### src/rtl/encoder_rr_queue.sv
// ============================================================================
// Module   : encoder_rr_queue
// Purpose  : Serialises multi-hot request lines into binary addresses, one
//            per valid/ready handshake. Round-robin arbitration is enabled by
//            defining ENCODER_ROUND_ROBIN_EN; otherwise fixed lowest-first.
// Revision : 1.0 - initial release
// ============================================================================
`default_nettype none

module encoder_rr_queue #(
    parameter int N = 4
) (
    input  logic              clk,
    input  logic              rst,
    input  logic [2**N-1:0]   data_in,
    input  logic              en_in,
    output logic [N-1:0]      address_out,
    output logic              valid_out,
    input  logic              ready_in,
    output logic [N:0]        pending_count,
    output logic              merge_out
);

    localparam int c_width = 2**N;

    logic [c_width-1:0] r_pending_q;
    logic [c_width-1:0] w_pending_d;
    logic [N-1:0]       r_addr_q;
    logic [N-1:0]       w_addr_d;
    logic               r_valid_q;
    logic               w_valid_d;
    logic [N:0]         r_count_q;
    logic [N:0]         w_count_d;
    logic               r_merge_q;
    logic               w_merge_d;

    logic               w_slot_free;
    logic               w_grant;
    logic [N-1:0]       w_sel;
    logic [c_width-1:0] w_sel_mask;
    logic [c_width-1:0] w_capture;

`ifdef ENCODER_ROUND_ROBIN_EN
    logic [N-1:0]       r_ptr_q;
    logic [N-1:0]       w_ptr_d;
    logic [N-1:0]       w_idx;

    // Scanning offsets downward leaves the smallest offset from ptr in w_sel.
    always_comb begin
        w_sel = '0;
        w_idx = '0;
        for (int i = c_width - 1; i >= 0; i--) begin
            w_idx = r_ptr_q + N'(i);
            if (r_pending_q[w_idx]) begin
                w_sel = w_idx;
            end
        end
    end
`else
    always_comb begin
        w_sel = '0;
        for (int i = c_width - 1; i >= 0; i--) begin
            if (r_pending_q[i]) begin
                w_sel = N'(i);
            end
        end
    end
`endif

    always_comb begin
        w_slot_free = !r_valid_q || ready_in;
        w_grant     = w_slot_free && (|r_pending_q);
        w_sel_mask  = w_grant ? (c_width'(1) << w_sel) : '0;
        w_capture   = en_in ? data_in : '0;

        // A bit being granted and re-requested on the same edge stays pending.
        w_pending_d = (r_pending_q & ~w_sel_mask) | w_capture;
        w_merge_d   = |(w_capture & r_pending_q & ~w_sel_mask);

        w_count_d = '0;
        for (int i = 0; i < c_width; i++) begin
            w_count_d = w_count_d + (N+1)'(w_pending_d[i]);
        end

        w_addr_d  = r_addr_q;
        w_valid_d = r_valid_q;
        if (w_grant) begin
            w_addr_d  = w_sel;
            w_valid_d = 1'b1;
        end else if (w_slot_free) begin
            w_valid_d = 1'b0;
        end
    end

`ifdef ENCODER_ROUND_ROBIN_EN
    always_comb begin
        w_ptr_d = w_grant ? (w_sel + N'(1)) : r_ptr_q;
    end

    always_ff @(posedge clk) begin
        if (rst) begin
            r_ptr_q <= '0;
        end else begin
            r_ptr_q <= w_ptr_d;
        end
    end
`endif

    always_ff @(posedge clk) begin
        if (rst) begin
            r_pending_q <= '0;
            r_addr_q    <= '0;
            r_valid_q   <= 1'b0;
            r_count_q   <= '0;
            r_merge_q   <= 1'b0;
        end else begin
            r_pending_q <= w_pending_d;
            r_addr_q    <= w_addr_d;
            r_valid_q   <= w_valid_d;
            r_count_q   <= w_count_d;
            r_merge_q   <= w_merge_d;
        end
    end

    assign address_out   = r_addr_q;
    assign valid_out     = r_valid_q;
    assign pending_count = r_count_q;
    assign merge_out     = r_merge_q;

endmodule

`default_nettype wire

### config.mk
export PLATFORM = sky130hd
export DESIGN_NAME = encoder_rr_queue
export DESIGN_NICKNAME = d
export VERILOG_FILES = /design/src/rtl/encoder_rr_queue.sv
export SDC_FILE = /design/constraint.sdc
export NUM_CORES = 1
export LEC_CHECK = 0
export ABC_CLOCK_PERIOD_IN_PS = 14500
export CAP_MARGIN = 30
export CORE_MARGIN = 2
export CORE_UTILIZATION = 50
export DETAILED_ROUTE_END_ITERATION = 10
export PLACE_DENSITY_LB_ADDON = 0.2
export SLEW_MARGIN = 20
export SYNTH_ARGS = -nofsm -noshare
export SYNTH_HDL_FRONTEND = slang
export SYNTH_SLANG_ARGS = --single-unit
export TNS_END_PERCENT = 100
### constraint.sdc
create_clock -name clk -period 14.5 [get_ports clk]
set_input_delay 2.175 -clock clk [delete_from_list [all_inputs] [get_ports clk]]
set_output_delay 2.175 -clock clk [all_outputs]
set_load 0.02 [all_outputs]
==> metrics.csv <==
stage;metric;value;unit
die;die_h;64.4;um
detailed_routing;wl_met2;2070;um
power_and_ir_drop;p_sw_share;40.0;%
cells_and_area;inverters;12;
setup_path;startpoint;ready_in;
setup_path;reg2reg_from;r_pending_q[1]$_SDFF_PP0_;
yosys;simple_gate_area_share;28.0;%
yosys;synth_warnings;0;
sta;worst_pin_slew;0.803;ns
cells_and_area;area_growth;20.7;%
global_route;grt_use_met3;5.28;%
cells_and_area;largest_reg_flops;16;
status;outcome;completed;
sta;clock_skew;0.0138;ns
die;n_tap_cell;46;
detailed_routing;highest_layer;met4;
clocking;root_buffer;clkbuf_4;
power_and_ir_drop;total_power;0.274;mW
global_route;grt_max_degree;23;
setup_path;arrival;6.83;ns
power_and_ir_drop;pwr-share-clk;12.4;%
clocking;cts_inserted_buffers;3;
yosys;top_cells_by_count;nand2_1 (32), dfxtp_1 (27), nor2_1 (23);
power_and_ir_drop;pwr.group.clock;0.0341;mW
yosys;async_reset_ff_share;0;%
cells_and_area;largest_class;multi-input combinational cells;
global_route;met1_usage;30.3;%
flow_run;drv_cap;0;
clocking;cts.reportedPaths.clkPinSlew;0.15;ns
yosys;top_area_cell;dfxtp_1;
cells_and_area;regArea;541;um^2
die;core-area;3420;um^2
setup_path;worstSetupEndpoint;pending_count[4]$_SDFF_PP0_;
sta;period_needed;6.57;ns
cells_and_area;final_nets;281;
power_and_ir_drop;seq-power;0.0915;mW
power_and_ir_drop;max-vdd-ir-drop;0.000101;V
die;die_w;64.4;um
setup_path;crit_path_start_kind;input port;
sta;slew_headroom;46.3;%
global_route;busiest_layer;met2;
detailed_routing;wl_per_cell;15.0;um
detailed_routing;vias;1731;
sta;finalSetupTns;0;ns
placed_design;place_ws;7.59;ns
sta;fin_crit_sh;45.3;%
yosys;synth-adder-area-share;14.4;%
clocking;clock_latency;0.34;ns
clocking;hold_buffers;0;
clocking;cts_resized;0;
power_and_ir_drop;power_leader;combinational logic;
cells_and_area;final_cells;291;
cells_and_area;num-fill-cells;320;
sta;rsz0062_at_grt;false;
cells_and_area;flops;27;
setup_path;rrSetupSlack;9.42;ns
cells_and_area;post-route-util;64.4;%
setup_path;worst_setup_path_end_kind;flip-flop;
cells_and_area;regMostFlops;r_pending_q;
yosys;ys_sh_xor;0.962;%
power_and_ir_drop;p_leak;0.878;nW
yosys;ys_top_logic_family;simple AND/OR/NAND/NOR gates;
yosys;yosysCellCount;216;
hold_path;hold_path_end;address_out[0]$_SDFFE_PP0P_;
cells_and_area;post-route-cell-area;2200;um^2
global_route;globalRouteOverflowTotal;0;
detailed_routing;drt_wl_total;4360;um
power_and_ir_drop;p_comb;0.149;mW
yosys;yosys.area_share.aoi;21.7;%
yosys;ys_chip_area;1820;um^2
yosys;yosysUniqueCellTypes;44;
cells_and_area;n_all_buffers;32;
placed_design;place_inst;286;
power_and_ir_drop;internal_power;0.165;mW
## worst max-delay path, cell delays in order
cell and delay, ns:
clkdlybuf4s50_1 0.47, nand2b_1 0.26, nand2_2 0.15, nor4b_4 0.45, nand3_1 0.14, a22o_1 0.25
fa_1 0.48, inv_1 0.05, fa_1 0.45, fa_1 0.49, inv_1 0.05, fa_1 0.48
ha_1 0.17, inv_1 0.06, fa_1 0.40, inv_1 0.07, a21oi_1 0.06, nor3b_1 0.18
## cells in the final DEF, fill, tap and decap left out, drive strengths merged, types with 4 or more instances in the layout
cell,count
nand2,33
clkdlybuf4s50,30
dfxtp,27
nor2,23
a21oi,14
inv,12
nor2b,12
a22o,11
fa,10
nand3,8
a22oi,7
ha,5
clkbuf,5
o21ai,4
nor3,4
nor4,4
Fig. 1: placement view
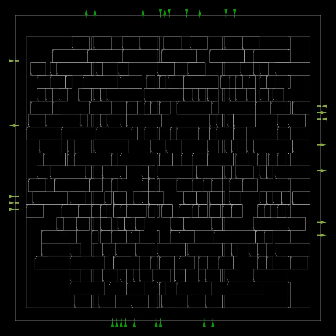
FP Rows: 21
flop share of the area: 24.6%

Fig. 2: I/O nets highlighted
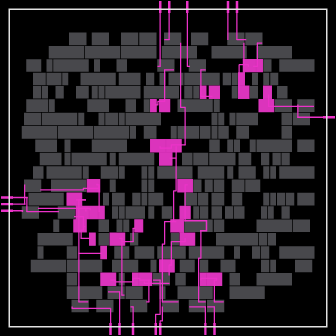
| port | color | direction | edge | end cells | wire |
|---|---|---|---|---|---|
| `data_in` | magenta | input | 7 bottom, 5 top, 3 left, 1 right | 33 | 401 um |
num ports: 31
port bufs: 30

No activity file was given, so power comes from the tool's default toggle rates.
